Figure 1. Cells coloured by class.
The bar under the picture is 100 um long.
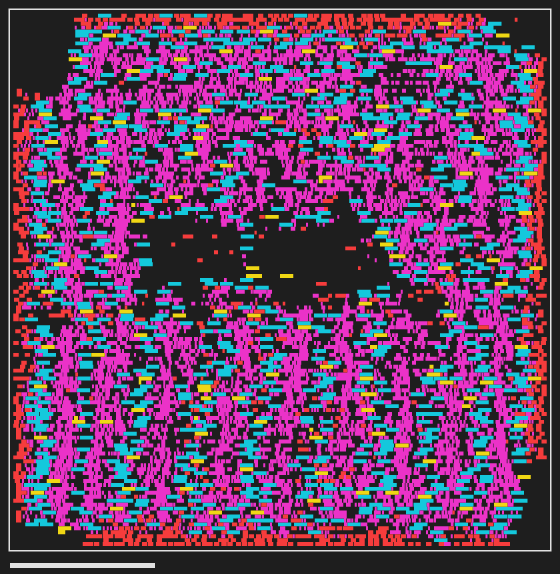
Figure 2. Clock wiring as the flow saved it.
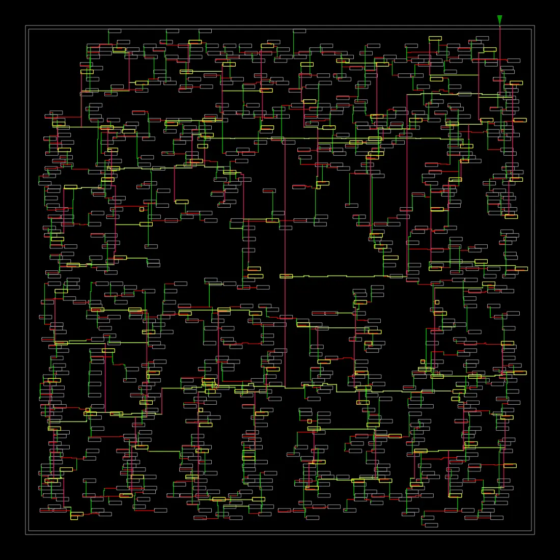
`config.mk`:
```
export PLATFORM = sky130hd
export DESIGN_NAME = video_fd_coord_gen
export DESIGN_NICKNAME = d
export VERILOG_FILES = /design/src/rtl/video_pkg.sv /design/src/rtl/video_fd_axis.sv /design/src/rtl/video_fd_coord_gen.sv
export SDC_FILE = /design/constraint.sdc
export NUM_CORES = 2
export LEC_CHECK = 0
export CAP_MARGIN = 0
export CORE_MARGIN = 2
export CORE_UTILIZATION = 47
export CTS_BUF_LIST = sky130_fd_sc_hd__clkbuf_4 sky130_fd_sc_hd__clkbuf_8 sky130_fd_sc_hd__clkbuf_16
export CTS_CLUSTER_SIZE = 8
export DETAILED_ROUTE_END_ITERATION = 10
export PLACE_DENSITY = 0.73
export RECOVER_POWER = 100
export SLEW_MARGIN = 20
export SYNTH_ARGS = -nofsm -noshare
export SYNTH_HDL_FRONTEND = slang
export SYNTH_SLANG_ARGS = --single-unit
```
`constraint.sdc`:
```
create_clock -name clk -period 4.4 [get_ports clk]
set_input_delay 0.88 -clock clk [delete_from_list [all_inputs] [get_ports clk]]
set_output_delay 0.88 -clock clk [all_outputs]
set_load 0.01 [all_outputs]
```
`src/rtl/video_pkg.sv`:
```
// rtl/video_pkg.sv - shared types and difference-register index map for the warp coordinate generator
package video_pkg;

    localparam int FD_COEFF_W = 32;
    localparam int FD_FRAC_W  = 16;
    localparam int FD_NUM     = 13;

    localparam int FD_P0 = 0;
    localparam int FD_P1 = 1;
    localparam int FD_P2 = 2;
    localparam int FD_P3 = 3;
    localparam int FD_Q0 = 4;
    localparam int FD_Q1 = 5;
    localparam int FD_Q2 = 6;
    localparam int FD_Q3 = 7;
    localparam int FD_R0 = 8;
    localparam int FD_R1 = 9;
    localparam int FD_R2 = 10;
    localparam int FD_S0 = 11;
    localparam int FD_S1 = 12;

    typedef logic signed [FD_COEFF_W-1:0] fd_coeff_t;
    typedef fd_coeff_t [12:0] fd_set_t;

    typedef enum logic {
        FD_IDLE = 1'b0,
        FD_RUN  = 1'b1
    } fd_state_t;

endpackage

```
`src/rtl/video_fd_axis.sv`:
```
// rtl/video_fd_axis.sv - one axis of forward-difference registers; P3 is the current coordinate
module video_fd_axis
    import video_pkg::*;
#(
    parameter int COEFF_W = FD_COEFF_W
) (
    input  logic                      clk,
    input  logic                      reset_n,
    input  logic                      load,
    input  logic                      pix_step,
    input  logic                      line_step,
    input  logic [13*COEFF_W-1:0]     coeff,
    output logic [COEFF_W-1:0]        p3
);

    logic [COEFF_W-1:0] regs_q [FD_NUM];
    logic [COEFF_W-1:0] regs_d [FD_NUM];
    logic [COEFF_W-1:0] q3_n, r2_n, s1_n;

    always_comb begin
        for (int i = 0; i < FD_NUM; i++) begin
            regs_d[i] = regs_q[i];
        end
        q3_n = regs_q[FD_Q3] + regs_q[FD_Q2];
        r2_n = regs_q[FD_R2] + regs_q[FD_R1];
        s1_n = regs_q[FD_S1] + regs_q[FD_S0];
        if (load) begin
            for (int i = 0; i < FD_NUM; i++) begin
                regs_d[i] = coeff[i*COEFF_W +: COEFF_W];
            end
        end else if (pix_step) begin
            regs_d[FD_P3] = regs_q[FD_P3] + regs_q[FD_P2];
            regs_d[FD_P2] = regs_q[FD_P2] + regs_q[FD_P1];
            regs_d[FD_P1] = regs_q[FD_P1] + regs_q[FD_P0];
        end else if (line_step) begin
            // Line start reseeds the pixel-direction differences from the advanced line terms.
            regs_d[FD_Q3] = q3_n;
            regs_d[FD_Q2] = regs_q[FD_Q2] + regs_q[FD_Q1];
            regs_d[FD_Q1] = regs_q[FD_Q1] + regs_q[FD_Q0];
            regs_d[FD_R2] = r2_n;
            regs_d[FD_R1] = regs_q[FD_R1] + regs_q[FD_R0];
            regs_d[FD_S1] = s1_n;
            regs_d[FD_P3] = q3_n;
            regs_d[FD_P2] = r2_n;
            regs_d[FD_P1] = s1_n;
        end
    end

    always_ff @(posedge clk or negedge reset_n) begin
        if (!reset_n) begin
            for (int i = 0; i < FD_NUM; i++) begin
                regs_q[i] <= '0;
            end
        end else begin
            for (int i = 0; i < FD_NUM; i++) begin
                regs_q[i] <= regs_d[i];
            end
        end
    end

    assign p3 = regs_q[FD_P3];

endmodule

```
`src/rtl/video_fd_coord_gen.sv`:
```
// rtl/video_fd_coord_gen.sv - tile walker: FSM, pixel/line counters, clamping and output handshake
module video_fd_coord_gen
    import video_pkg::*;
#(
    parameter int COEFF_W = FD_COEFF_W,
    parameter int FRAC_W  = FD_FRAC_W,
    parameter int TILE_W  = 16,
    parameter int TILE_H  = 16,
    parameter int IMG_W   = 640,
    parameter int IMG_H   = 480
) (
    input  logic                      clk,
    input  logic                      reset_n,
    input  logic                      start,
    input  logic                      abort,
    input  logic [13*COEFF_W-1:0]     coeff_x,
    input  logic [13*COEFF_W-1:0]     coeff_y,
    output logic                      busy,
    output logic                      done,
    output logic                      out_valid,
    input  logic                      out_ready,
    output logic [$clog2(IMG_W)-1:0]  out_x_int,
    output logic [7:0]                out_x_frac,
    output logic [$clog2(IMG_H)-1:0]  out_y_int,
    output logic [7:0]                out_y_frac,
    output logic                      out_oob,
    output logic                      out_eol,
    output logic                      out_last
);

    localparam int XW     = $clog2(IMG_W);
    localparam int YW     = $clog2(IMG_H);
    localparam int IW     = COEFF_W - FRAC_W;
    localparam int PIX_W  = $clog2(TILE_W);
    localparam int LINE_W = (TILE_H > 1) ? $clog2(TILE_H) : 1;

    localparam logic [IW-1:0]     X_MAX   = IW'(IMG_W - 1);
    localparam logic [IW-1:0]     Y_MAX   = IW'(IMG_H - 1);
    localparam logic [XW-1:0]     X_MAX_O = XW'(IMG_W - 1);
    localparam logic [YW-1:0]     Y_MAX_O = YW'(IMG_H - 1);
    localparam logic [PIX_W-1:0]  PIX_END = PIX_W'(TILE_W - 1);
    localparam logic [LINE_W-1:0] LINE_END = LINE_W'(TILE_H - 1);

    fd_state_t           state_q, state_d;
    logic [PIX_W-1:0]    pix_q, pix_d;
    logic [LINE_W-1:0]   line_q, line_d;
    logic                done_q, done_d;

    logic                load, pix_step, line_step;
    logic                xfer, eol, last;
    logic [COEFF_W-1:0]  p3_x, p3_y;
    logic [IW-1:0]       x_int_full, y_int_full;
    logic                x_clamp, y_clamp;

    assign out_valid = (state_q == FD_RUN);
    assign busy      = out_valid;
    assign done      = done_q;
    assign xfer      = out_valid & out_ready;
    assign eol       = (pix_q == PIX_END);
    assign last      = eol & (line_q == LINE_END);

    always_comb begin
        state_d   = state_q;
        pix_d     = pix_q;
        line_d    = line_q;
        done_d    = 1'b0;
        load      = 1'b0;
        pix_step  = 1'b0;
        line_step = 1'b0;
        if (abort) begin
            state_d = FD_IDLE;
        end else begin
            case (state_q)
                FD_IDLE: begin
                    if (start) begin
                        load    = 1'b1;
                        state_d = FD_RUN;
                        pix_d   = '0;
                        line_d  = '0;
                    end
                end
                FD_RUN: begin
                    if (xfer) begin
                        if (last) begin
                            state_d = FD_IDLE;
                            done_d  = 1'b1;
                        end else if (eol) begin
                            line_step = 1'b1;
                            pix_d     = '0;
                            line_d    = line_q + 1'b1;
                        end else begin
                            pix_step = 1'b1;
                            pix_d    = pix_q + 1'b1;
                        end
                    end
                end
                default: state_d = FD_IDLE;
            endcase
        end
    end

    always_ff @(posedge clk or negedge reset_n) begin
        if (!reset_n) begin
            state_q <= FD_IDLE;
            pix_q   <= '0;
            line_q  <= '0;
            done_q  <= 1'b0;
        end else begin
            state_q <= state_d;
            pix_q   <= pix_d;
            line_q  <= line_d;
            done_q  <= done_d;
        end
    end

    video_fd_axis #(.COEFF_W(COEFF_W)) u_axis_x (
        .clk       (clk),
        .reset_n   (reset_n),
        .load      (load),
        .pix_step  (pix_step),
        .line_step (line_step),
        .coeff     (coeff_x),
        .p3        (p3_x)
    );

    video_fd_axis #(.COEFF_W(COEFF_W)) u_axis_y (
        .clk       (clk),
        .reset_n   (reset_n),
        .load      (load),
        .pix_step  (pix_step),
        .line_step (line_step),
        .coeff     (coeff_y),
        .p3        (p3_y)
    );

    // Integer part is the arithmetic shift of P3; the sign bit tells a negative coordinate.
    always_comb begin
        x_int_full = p3_x[COEFF_W-1:FRAC_W];
        x_clamp    = 1'b0;
        out_x_int  = x_int_full[XW-1:0];
        if (x_int_full[IW-1]) begin
            x_clamp   = 1'b1;
            out_x_int = '0;
        end else if (x_int_full > X_MAX) begin
            x_clamp   = 1'b1;
            out_x_int = X_MAX_O;
        end
        out_x_frac = x_clamp ? 8'd0 : p3_x[FRAC_W-1 -: 8];
    end

    always_comb begin
        y_int_full = p3_y[COEFF_W-1:FRAC_W];
        y_clamp    = 1'b0;
        out_y_int  = y_int_full[YW-1:0];
        if (y_int_full[IW-1]) begin
            y_clamp   = 1'b1;
            out_y_int = '0;
        end else if (y_int_full > Y_MAX) begin
            y_clamp   = 1'b1;
            out_y_int = Y_MAX_O;
        end
        out_y_frac = y_clamp ? 8'd0 : p3_y[FRAC_W-1 -: 8];
    end

    assign out_oob  = out_valid & (x_clamp | y_clamp);
    assign out_eol  = out_valid & eol;
    assign out_last = out_valid & last;

    logic unused_frac_bits;
    assign unused_frac_bits = &{1'b0, p3_x[FRAC_W-9:0], p3_y[FRAC_W-9:0]};

endmodule

```
==> reports/qor.yml <==
detail_route.drc_violations: 0
source_of_the_worst_hold_timing_path: "u_axis_x.regs_q[271]"
cts_inserted_buffers: 117
hold-path-cell-count: 2
drt_first_iter_violations: 7164
grt_start_max_net_pins: 153
drive_gt1_frac: 0.0324
timing.max_cap.violations: 19
timing.reg2reg.worst_path_depth: 8
synth.cellmix.xorXnorShare: 0.0685
violations_in_the_final_reports: "max-capacitance violations, max-slew violations"
fp.dieW_um: 373
highest_layer: "met5"
net-switching-power_mw: 19.1
post-synth-top-area-fraction: 0.330
nets: 10100
yosys_cells: 7987
final_common_cell: "sky130_fd_sc_hd__nand2_1"
netSwitchingFraction: 0.442
final_report_max_slew_violation_count: 1414
worst_hold_path.endpoint: "u_axis_x.regs_q[271]"
worst_hold_slack_ns: 0.481
syn_std_cell_area_sq_um: 63800
pwr.group.sequential_mw: 11.4
synth.comb.largest_family: "AND-OR/OR-AND gates"
worst-slew-pin-transition_ns: 2.31
rsz0062_at_grt: "false"
seq_cells: 842
yosys-stat-area_sq_um: 63800
fin_ws_ns: 0.173
finalWirelength_um: 251000
outcome: "finished, violations left"
clock_area_frac: 0.0417
postPlaceCellArea_sq_um: 74600
initCoreUtil: 0.472
syn2layout_area_growth_pct: 21.2
worst_path_slowest_cell: "sky130_fd_sc_hd__dlygate4sd3_1"
globalRouteMet2Util: 0.503
overflow: 0
critical_path.startpoint: "u_axis_x.p3[28]"
top_area_cell: "sky130_fd_sc_hd__dfrtp_1"
finalSetupTns_ns: 0
htree_levels: 3
cp_slowest_stage_delay_ns: 0.63
critPathBufInv: 2
power.clock.fraction: 0.198
About Figure 1:
cyan -> flip-flops  # cells 842, share of their area 28%
magenta -> all other logic  # cells 6746, share of their area 55%
yellow -> clock drivers and dummy loads  # cells 136, share of their area 4.3%
red -> other buffers and delay cells  # cells 976, share of their area 13%
share of the core filled with cells: 0.573
total non-filler cell area in the finished layout: 77400 sq um
Seq/total area: 0.272
area of the core: 135000 sq um

About Figure 2:
clock latency of the later-clocked register in the worst-skew pair: 0.77 ns
clock network power: 8.55 mW
Clock Skew: 0.0322 ns
CTS sink cnt: 842
clk_buf instances: 126

state kept, by name (all words and copies together) (netlist names):
name and flops:
u_axis_x.regs_q 384, done 1, u_axis_y.p3 32, line_q 4, busy 1, u_axis_y.regs_q 384, u_axis_x.p3 32, pix_q 4
synthesized netlist by cell type, types with 16 or more instances:
cell type,count
sky130_fd_sc_hd__a211o_1,16
sky130_fd_sc_hd__a211oi_1,61
sky130_fd_sc_hd__a21o_1,327
sky130_fd_sc_hd__a21oi_1,777
sky130_fd_sc_hd__a221oi_1,30
sky130_fd_sc_hd__a22oi_1,37
sky130_fd_sc_hd__a31oi_1,184
sky130_fd_sc_hd__and2_1,45
sky130_fd_sc_hd__and3_1,84
sky130_fd_sc_hd__buf_1,29
sky130_fd_sc_hd__clkbuf_1,363
sky130_fd_sc_hd__dfrtp_1,842
sky130_fd_sc_hd__fa_1,18
sky130_fd_sc_hd__ha_1,560
sky130_fd_sc_hd__inv_1,142
sky130_fd_sc_hd__mux2i_1,23
sky130_fd_sc_hd__nand2_1,1638
sky130_fd_sc_hd__nand2b_1,51
sky130_fd_sc_hd__nand3_1,133
sky130_fd_sc_hd__nand4_1,53
sky130_fd_sc_hd__nor2_1,659
sky130_fd_sc_hd__nor2b_1,56
sky130_fd_sc_hd__nor3_1,73
sky130_fd_sc_hd__nor4_1,16
sky130_fd_sc_hd__o211ai_1,45
sky130_fd_sc_hd__o21a_1,69
sky130_fd_sc_hd__o21ai_0,515
sky130_fd_sc_hd__o21ai_1,43
sky130_fd_sc_hd__o21bai_1,86
sky130_fd_sc_hd__o221ai_1,47
sky130_fd_sc_hd__o22ai_1,91
sky130_fd_sc_hd__o31ai_1,53
sky130_fd_sc_hd__or2_2,18
sky130_fd_sc_hd__or3_1,25
sky130_fd_sc_hd__xnor2_1,318
sky130_fd_sc_hd__xor2_1,181
Power is estimated from default activity; no workload was simulated.
